### src/rtl/pipe_register.sv
// Elastic valid/ready pipeline register: single-entry (SKID=0) or two-entry
// skid stage with flop-driven in_ready (SKID=1), with synchronous flush.
module pipe_register #(
    parameter int unsigned          WIDTH   = 32,
    parameter logic [WIDTH-1:0]     INITIAL = '0,
    parameter bit                   SKID    = 1'b1
) (
    input  logic             clock,
    input  logic             reset,
    input  logic             flush,
    input  logic             in_valid,
    output logic             in_ready,
    input  logic [WIDTH-1:0] in_data,
    output logic             out_valid,
    input  logic             out_ready,
    output logic [WIDTH-1:0] out_data,
    output logic [1:0]       count
);

    // Encoding is {main_v, skid_v}; 2'b01 is unreachable.
    typedef enum logic [1:0] {
        EMPTY = 2'b00,
        ONE   = 2'b10,
        FULL  = 2'b11
    } state_t;

    state_t           state_q, state_d;
    logic [WIDTH-1:0] main_q, skid_q;
    logic             main_v, skid_v;
    logic             xfer_in, xfer_out;
    logic             load_main_in, load_main_skid, load_skid;

    assign main_v    = state_q[1];
    assign skid_v    = state_q[0];
    assign out_valid = main_v;
    assign out_data  = main_q;
    assign count     = {1'b0, main_v} + {1'b0, skid_v};
    assign in_ready  = SKID ? !skid_v : (!main_v || out_ready);
    assign xfer_in   = in_valid && in_ready;
    assign xfer_out  = main_v && out_ready;

    always_comb begin
        state_d        = state_q;
        load_main_in   = 1'b0;
        load_main_skid = 1'b0;
        load_skid      = 1'b0;
        if (SKID) begin
            case (state_q)
                EMPTY: begin
                    if (xfer_in) begin
                        state_d      = ONE;
                        load_main_in = 1'b1;
                    end
                end
                ONE: begin
                    if (xfer_in && xfer_out) begin
                        load_main_in = 1'b1;
                    end else if (xfer_in) begin
                        state_d   = FULL;
                        load_skid = 1'b1;
                    end else if (xfer_out) begin
                        state_d = EMPTY;
                    end
                end
                FULL: begin
                    if (xfer_out) begin
                        state_d        = ONE;
                        load_main_skid = 1'b1;
                    end
                end
                default: state_d = EMPTY;
            endcase
        end else begin
            if (xfer_in) begin
                state_d      = ONE;
                load_main_in = 1'b1;
            end else if (xfer_out) begin
                state_d = EMPTY;
            end
        end
        // Flush wins over any transfer and leaves the data registers untouched.
        if (flush) begin
            state_d        = EMPTY;
            load_main_in   = 1'b0;
            load_main_skid = 1'b0;
            load_skid      = 1'b0;
        end
    end

    always_ff @(posedge clock or posedge reset) begin
        if (reset) begin
            state_q <= EMPTY;
        end else begin
            state_q <= state_d;
        end
    end

    always_ff @(posedge clock or posedge reset) begin
        if (reset) begin
            main_q <= INITIAL;
            skid_q <= INITIAL;
        end else begin
            if (load_main_in) begin
                main_q <= in_data;
            end else if (load_main_skid) begin
                main_q <= skid_q;
            end
            if (load_skid) begin
                skid_q <= in_data;
            end
        end
    end

endmodule
### config.mk
export PLATFORM = sky130hd
export DESIGN_NAME = pipe_register
export DESIGN_NICKNAME = d
export VERILOG_FILES = /design/src/rtl/pipe_register.sv
export SDC_FILE = /design/constraint.sdc
export NUM_CORES = 1
export LEC_CHECK = 0
export ABC_AREA = 1
export CORE_UTILIZATION = 40
export CTS_CLUSTER_SIZE = 16
export DETAILED_ROUTE_END_ITERATION = 7
export GPL_ROUTABILITY_DRIVEN = 0
export MAX_ROUTING_LAYER = met4
export PLACE_DENSITY = 0.74
export SETUP_SLACK_MARGIN = 0.2
export SYNTH_ARGS = -nofsm -noshare
export SYNTH_HDL_FRONTEND = slang
export SYNTH_SLANG_ARGS = --single-unit
export TNS_END_PERCENT = 30
### constraint.sdc
create_clock -name clock -period 2.4 [get_ports clock]
set_input_delay 0.24 -clock clock [delete_from_list [all_inputs] [get_ports clock]]
set_output_delay 0.24 -clock clock [all_outputs]
set_load 0.02 [all_outputs]
==> results.yml <==
# synthesis and place-and-route metrics
status:
  outcome: "finished, final reports clean"
clocking:
  clock_sinks: 66
  post_cts_buffers: 0
  clkTransAtPathRegs_ns: 0.07
  cts_tree: "built"
  clk_path_buf_depth: 2
  h-tree-depth: 3
  clk_latency_ns: 0.34
  cts-root-buf: "clkbuf_8"
synthesis:
  synthTopLogicFamily: "simple AND/OR/NAND/NOR gates"
  fp_nets: 464
  adder_share_pct: 1.32
  mux_share_pct: 0
  syn_area_um2: 3780
  synth.area.top_cells: "dfrtp_1, nand3_1, nand2_1"
  ys_sh_aoi_pct: 7.54
  syn_inst: 423
  ys_area_um2: 3780
  syn-mean-instance-area_um2: 8.94
  synthArstFlopShare_pct: 100
  synthXorXnorAreaFrac_pct: 0
  synthFlopType: "dfrtp_1"
  top_cells_by_count: "nand2_1, nand3_1, dfrtp_1"
  yosysSeqAreaShare_pct: 43.7
finish:
  drive_gt1_share_pct: 20.8
  buffers: 78
  largest_cell_class: "logic gates"
  layout.nets: 523
  layout-area-overhead-vs-synth_pct: 22.4
  finalInstanceArea_um2: 4630
  clkbuf_count: 10
  regArea_um2: 1650
  nFlopsAndLatches: 66
  clkCellAreaFrac_pct: 4.16
  layout.area.comb_um2: 1700
  n_all_inverters: 40
  layout_top_cell: "nand2_1"
  lay_top_cells: "nand2_1, nand3_1, clkdlybuf4s50_1"
critical_path:
  crit_arrival_ns: 1.83
  r2r-start: "state_q[0]"
  worst_path_max_delay_cell: "clkdlybuf4s50_1"
  path_max_fanout: 5
  worstSetupEndpointType: "output pin"
  critPathKind: "reg -> out"
  path_cells: "inv_1, ha_1, clkdlybuf4s50_1"
  critical_path_cell_count: 3
  worstRegToRegCells: 8
  crit_path_start_kind: "flip-flop"
  crit_path_end: "count[0]"
  worstPathRequired_ns: 2.16
  cp.buffers_inverters: 2
placed_design:
  port_buffers: 72
  dp.cells: 582
  pre_cts_ws_ns: 0.280
  dp_hpwl_mm: 5.66
  place_area_um2: 4440
detailed_routing:
  firstDrtPassIters: 5
  wl_met2_mm: 4.40
  routedWlPerCell_um: 15.1
  wl_met3_um: 439
  detail-route-antenna-nets: 0
  via_count: 3155
  routed_via_density: 5.28
  remaining_drc_errors: 0
  topRoutingLayerUsed: "met4"
  wl_met1_mm: 4.06
sta:
  timing.final.crit_share_pct: 86.4
  holdWs_ns: 0.262
  setup_viol: 0
  max_slew.worst_pin.slew_ns: 0.702
  min_period_ns: 2.07
  rsz0062_at_grt: "false"
  relSlewSlack_pct: 53.0
  fin_ws_ns: 0.325
  slew_violations: 0
  hold_violations: 0
power:
  power_frac_comb_pct: 45.9
  maxPowerGroup: "combinational cells"
  p_int_mw: 3.29
  clkPwrFrac_pct: 17.0
  swShare_pct: 39.8
  p_clk_uw: 928
  p_total_mw: 5.46
  leakagePower_nw: 2.39
  p_per_area_nw_per_um2: 1180
grt:
  grt_pass1_vias: 3159
  grt_max_degree: 65
  grt_util_all_layers_pct: 20.2
  top_usage_layer: "met2"
  antenna_found_initial: 0
  grt_pass1_wl_mm: 15.2
  use_met3_pct: 3.65
  met1_usage_pct: 25.5
  use_met2_pct: 33.3
run:
  warning_count: 29
  drv_cap: 0
floorplan:
  pin_count: 73
  rows: 35
  die_w_um: 99.2
  core-area_um2: 9200
  dieArea_um2: 9850
worst_hold_path:
  hold_path.class: "in -> async"
==> images/sizes.png <==
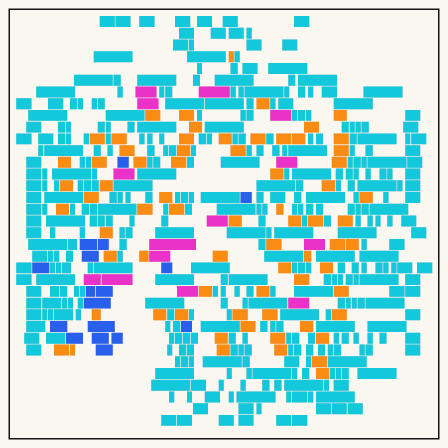
_2 cells: marked orange, cells 70. _6 and larger: marked magenta, cells 14. _0 and _1 cells: marked cyan, cells 385. _3 and _4 cells: marked blue, cells 17.

==> images/cell_density.png <==
The die is cut into 10 by 10 equal tiles; white is low, dark blue is high, 0 to 100% covered.
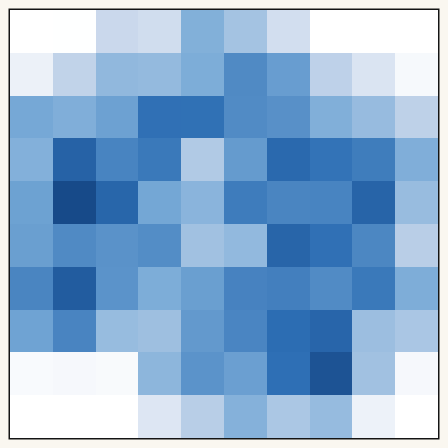
10% of the tiles are over 75% full. The fullest tile reaches 90%. 9.0% of the tiles are nearly empty.

==> images/placement.png <==
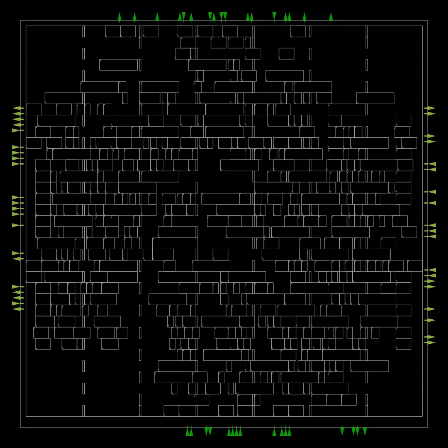
fillers: 868
sequential cell area share: 35.7%
non-filler cells, final: 597
Final Util: 50.4%

==> images/io_placement.png <==
Scale bar: 20 um. Pins as bars across the die edge, other pins in gray.
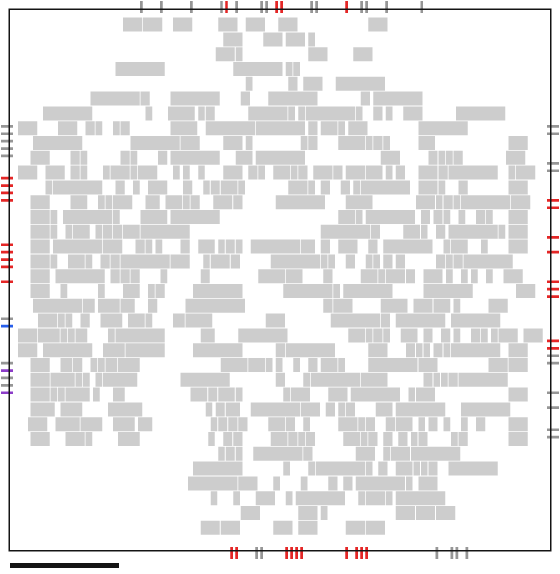
count: marked purple, pins 2, direction output, edge left. in_data: marked red, pins 32, direction input, edge 10 bottom, 9 left, 9 right, 4 top. out_valid: marked blue, pins 1, direction output, edge left.

Power and IR drop assume default switching activity.
